### src/rtl/cpu_types_pkg.sv
// Shared CPU types: 32-bit machine word and the PC-control FSM states.
// Also holds the helper that word-aligns redirect targets.
package cpu_types_pkg;

    typedef logic [31:0] word_t;

    typedef enum logic [1:0] {
        RUN    = 2'd0,
        PEND   = 2'd1,
        HALTED = 2'd2
    } pcctl_state_t;

    function automatic word_t word_align(input word_t addr);
        return {addr[31:2], 2'b00};
    endfunction

endpackage

### src/rtl/pc_next_ctrl.sv
// PC next-value control: picks sequential, redirect or held PC, buffers a
// redirect that lands while imem is still busy, and stops fetch on halt.
module pc_next_ctrl
    import cpu_types_pkg::*;
#(
    parameter word_t RESET_PC = 32'h0000_0000,
    parameter word_t PC_STEP  = 32'd4
) (
    input  logic  CLK,
    input  logic  RST,
    input  word_t pcout,
    input  logic  ihit,
    input  logic  stall,
    input  logic  redirect,
    input  word_t redirect_tgt,
    input  logic  halt,
    output logic  pcenable,
    output word_t pcnext,
    output logic  iREN,
    output logic  redirect_busy
);

    pcctl_state_t state_reg, state_next;
    word_t        pend_reg, pend_next;
    word_t        seq_pc;
    word_t        tgt;

    assign seq_pc = pcout + PC_STEP;
    assign tgt    = word_align(redirect_tgt);

    always_ff @(posedge CLK or posedge RST) begin
        if (RST) begin
            state_reg <= RUN;
            pend_reg  <= RESET_PC;
        end else begin
            state_reg <= state_next;
            pend_reg  <= pend_next;
        end
    end

    always_comb begin
        state_next    = state_reg;
        pend_next     = pend_reg;
        pcenable      = 1'b0;
        pcnext        = seq_pc;
        iREN          = 1'b1;
        redirect_busy = 1'b0;

        // Reset is asynchronous, so outputs must follow RST between edges too.
        if (RST) begin
            pcnext = RESET_PC;
            iREN   = 1'b0;
        end else begin
            unique case (state_reg)
                RUN, PEND: begin
                    redirect_busy = (state_reg == PEND);
                    if (halt) begin
                        state_next = HALTED;
                        pend_next  = RESET_PC;
                        pcnext     = RESET_PC;
                    end else if (redirect) begin
                        // A fresh redirect always supersedes any buffered target.
                        pcnext = tgt;
                        if (ihit) begin
                            pcenable   = 1'b1;
                            state_next = RUN;
                        end else begin
                            pend_next  = tgt;
                            state_next = PEND;
                        end
                    end else if (state_reg == PEND) begin
                        pcnext = pend_reg;
                        if (ihit) begin
                            pcenable   = 1'b1;
                            state_next = RUN;
                        end
                    end else if (ihit && !stall) begin
                        pcenable = 1'b1;
                    end
                end
                HALTED: begin
                    iREN   = 1'b0;
                    pcnext = RESET_PC;
                end
                default: begin
                    state_next = RUN;
                    pend_next  = RESET_PC;
                    iREN       = 1'b0;
                    pcnext     = RESET_PC;
                end
            endcase
        end
    end

endmodule
### config.mk
export PLATFORM = sky130hd
export DESIGN_NAME = pc_next_ctrl
export DESIGN_NICKNAME = d
export VERILOG_FILES = /design/src/rtl/cpu_types_pkg.sv /design/src/rtl/pc_next_ctrl.sv
export SDC_FILE = /design/constraint.sdc
export NUM_CORES = 1
export LEC_CHECK = 0
export CORE_ASPECT_RATIO = 0.5
export CORE_MARGIN = 1.5
export CORE_UTILIZATION = 47
export DETAILED_ROUTE_END_ITERATION = 10
export PLACE_DENSITY = 0.87
export SYNTH_ARGS = -nofsm -noshare
export SYNTH_HDL_FRONTEND = slang
export SYNTH_SLANG_ARGS = --single-unit
### constraint.sdc
create_clock -name CLK -period 4.8 [get_ports CLK]
set_clock_uncertainty 0.2 [all_clocks]
set_input_delay 0.48 -clock CLK [delete_from_list [all_inputs] [get_ports CLK]]
set_output_delay 0.48 -clock CLK [all_outputs]
set_load 0.01 [all_outputs]
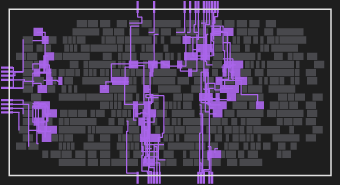
(images/io_fan.png)
Drawn at 3 px/µm.
`pcout` -> purple  # direction input, end cells 65, buffers 32, wire 1080 µm
port bufs: 102
I/O pins: 105

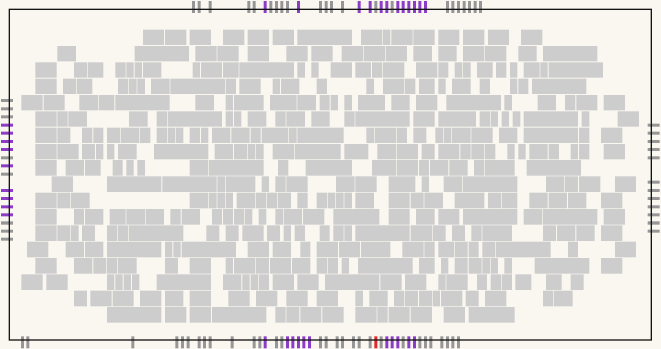
(images/io_placement.png)
Drawn at 6 px/µm. Pins as bars across the die edge, other pins in grey.
`pcenable` -> red  # pins 1, direction output, edge south
`pcout` -> purple  # pins 32, direction input, edge 12 north, 11 south, 9 west
all pins by edge = 42 south, 34 north, 17 west, 12 east
Chip Width: 106.8 µm
Die Y: 54.88 µm

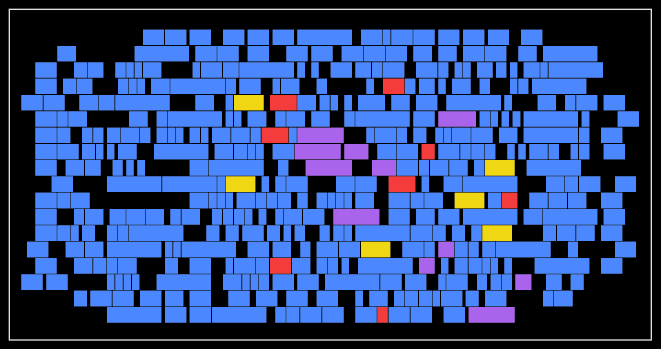
(images/sizes.png)
Drawn at 6 px/µm.
_0 and _1 cells -> blue  # cells 378
_3 and _4 cells -> purple  # cells 11
_2 cells -> red  # cells 8
_6 and larger -> yellow  # cells 6
Layout area overhead: 45.15%
Finished Cell Area: 3672 µm²
final worst slack: 0.7918 ns
Non-clock buffers: 105

==> qor.csv <==
stage,metric,value,unit
power,Total Power,0.0007604,W
yosys,Dominant Register Cell,dfrtp_1,
global_routing,GR peak layer,met2,
routing,# DRC,0,
routing,Via Count,2873,
yosys,cell count listed in synth_stat.txt,313,
worst_setup_path,highest-delay cell along the critical path,nor2_1,
cts,clock sinks,32,
worst_setup_path,"Cell Chain, Critical Path",nor2b_1 > nor2_1 > nand2_1 > o22ai_1 > clkdlybuf4s50_1,
global_routing,Congestion Overflow GR,0,
placement,Setup Slack @ Placement,0.9726,ns
placement,hpwl dp,6004,µm
yosys,Yosys Warn Count,0,
routing,via/cell ratio,6.074,
final_timing,endpoints failing hold,0,
worst_setup_path,CP required,4.12,ns
cts,H-tree Lvls,2,
worst_setup_path,Worst Path Arrival,3.33,ns
yosys,top cells by area,"dfrtp_1, a22o_1, a21oi_1",
status,status,finished clean,
yosys,Max-area cell share,0.3165,
final_timing,post-route setup TNS,0,ns
cts,insertion delay at the late pin of the worst-skew pair,0.29,ns
final_layout,Diodes inserted,0,
yosys,Yosys cell types,42,
power,Pwr per Cell Area,207.1,nW/µm²
yosys,Yosys top cell by area,dfrtp_1,
yosys,"FF+latch count, synth",32,
global_routing,met3 global-route usage,0.06786,
routing,post-route ant nets,0,
worst_setup_path,max incr delay on CP,0.99,ns
cts,CTS max path bufs,2,
global_routing,largest net degree at the start of global routing,63,
global_routing,first-pass GRT wire length,13100,µm
routing,final WL,8540,µm
cts,clk root buf,clkbuf_8,
floorplanning,chip area,5859,µm²
yosys,Post-synth seq share,0.3165,
yosys,flip-flops with a built-in enable,0,
global_routing,initial antenna violation count,0,
yosys,mean post-synth cell area,8.083,µm²
final_timing,max-slew violation count,0,
power,LEAKAGE,1.433,nW
worst_setup_path,CP startpoint kind,flip-flop,
yosys,Synth top cell by count,nor2_1,
final_layout,final net count,473,
yosys,Cells after Synth,313,
global_routing,met2 Use GR,0.5299,
flow_run,tool warnings,28,
final_timing,final tally of setup violations,0,
global_routing,Overall Global Routing Usage,0.2924,
worst_hold_path,hold crit path type,flip-flop to flip-flop,
final_timing,Rel. slew slack,0.1142,
yosys,mapped cell area,2530,µm²
cts,"Hold-fix buffers, CTS",0,
cts,total CTS buffers,5,
placement,gpl congestion,0.8400,
final_timing,worst slew pin tran,1.329,ns
worst_setup_path,worst-path maximum fanout,18,
final_timing,post-layout period usage,0.8350,
final_layout,proportion of layout cells with a drive suffix above 1,0.06203,
cts,post-CTS resize count,0,
final_timing,minimum clock period,4.008,ns
global_routing,M1 GR Usage,0.3587,
cts,CTS tree,built,
yosys,syn_nets,384,
final_timing,fmax,249.5,MHz
worst_setup_path,WS Path Type,flip-flop to primary output,
placement,dpl cells,465,
final_layout,max reg flops,30,
cts,Post-CTS Setup Bufs,0,
yosys,ys async rst share,1.000,
routing,Wirelength per Cell,18.05,µm
worst_setup_path,crit end category,primary output,
worst_setup_path,worst reg-to-reg setup slack,2.30,ns
placement,Post-DP Area,3582,µm²
power,Max IR drop VDD,0.0001152,V
yosys,most common library cells after synthesis,"nor2_1, a21oi_1, dfrtp_1",
routing,iteration-0 DRC count of the detailed router,192,
global_routing,via count of the first global-routing pass,2741,
flow_run,Max-Cap Viols,0,
final_timing,unrepaired setup endpoints after global routing,no,
cts,Worst-path clk slew,0.07,ns
routing,Pre-antenna DRT Iters,4,
floorplanning,Core Density at Floorplan,0.5015,
yosys,yosys stat chip area,2530,µm²
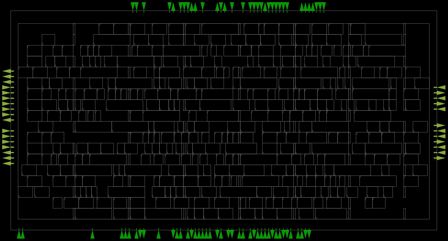
(images/placement.png)
Floorplan Core Area: 5045 µm²
fin cells: 473
Rows: 18
fillers: 397
flop count: 32

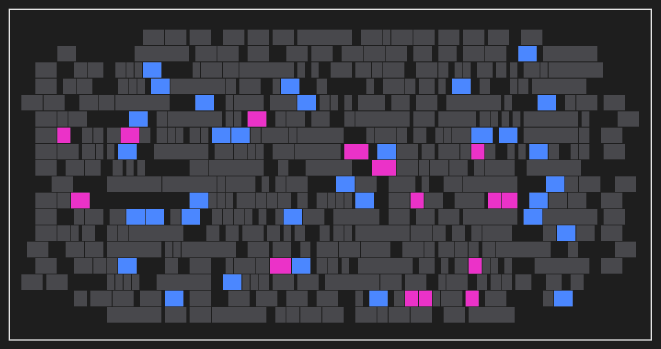
(images/logic_types.png)
Drawn at 6 px/µm.
and/or cells -> magenta  # cells 15
non-inverting ao/oa cells -> blue  # cells 33
most instantiated logic cell after routing: clkdlybuf4s50_1
Comb area share: 0.4457

==> critical path: cells and delay by family, from the launching register on <==
kind,cells,cell delay (ns)
compound gates,1,0.30
buf+inv,1,0.58
simple gates,3,1.59
flops,1,0.56
==> metal layers <==
layer | up-vias | wire length (µm)
met2 | 123 | 4191
met4 | 0 | 113
met5 | - | 0
met1 | 1396 | 3696
li1 | 1337 | -
met3 | 17 | 538
==> cells in the final DEF (no fill, tap or decap), types with 3 or more instances in the layout <==
cell / Yosys / layout
clkdlybuf4s50_1: 0 / 101
nor2_1: 43 / 43
a21oi_1: 38 / 38
dfrtp_1: 32 / 32
a22o_1: 30 / 30
nand2_1: 24 / 24
xor2_1: 15 / 15
nor3_1: 9 / 9
nand3_1: 9 / 9
a211oi_1: 9 / 9
xnor2_1: 8 / 8
o22ai_1: 8 / 8
nand4_1: 7 / 7
clkbuf_8: 0 / 6
nor2b_1: 5 / 5
inv_1: 5 / 5
nor4_4: 4 / 4
o21ai_0: 4 / 4
and3_1: 4 / 4
and4_1: 3 / 3
nor4_1: 3 / 3
o21ai_1: 3 / 3
a2111oi_0: 3 / 3
buf_4: 0 / 3
==> metrics by stage <==
stage          hold slack [ns]  utilization
5_1_grt                 0.3254       0.7279
4_1_cts                 0.3112       0.7279
3_3_place_gp            0.2820       0.7101
2_1_floorplan           0.2647            -
6_report                0.3099       0.7279
3_5_place_dp            0.2848       0.7101
==> area by class of cell <==
cell class,count,area [µm²],share of cell area
tap,70,87.58,0.02385
sequential,32,800.8,0.2181
inverter,5,18.77,0.005111
clock buffer,8,90.09,0.02453
timing repair buffer,105,1039,0.2828
multi-input combinational,253,1637,0.4457
==> kinds of logic after synthesis <==
kind of cell             after synthesis  synth area share
XOR/XNOR                              23           0.07963
AND/OR/NAND/NOR                      126            0.2784
buffers and inverters                 28           0.04204
AND-OR/OR-AND                        103            0.2784
flip-flops                            32            0.3165
adder cells (fa/ha/maj)                1          0.004945
==> where the power goes <==
| group | total, W | switching, W | internal [W] | leakage [nW] |
|---|---|---|---|---|
| sequential | 0.000308 | 0.0000173 | 0.000290 | 0.437 |
| clock | 0.000222 | 0.000105 | 0.000117 | 0.0455 |
| combinational | 0.000230 | 0.000117 | 0.000113 | 0.950 |
==> path summary, 6_finish.rpt <==
kind	startpoint	depth (start not counted)	to
max	state_reg[1]	5	pcnext[14]
min	pend_reg[12]	1	pend_reg[12]
max reg2reg	state_reg[1]	3	pend_reg[24]
min reg2reg	pend_reg[12]	1	pend_reg[12]
max in group asynchronous	RST	3	pend_reg[25]
min in group asynchronous	RST	3	pend_reg[12]
Power and IR drop assume default switching activity.
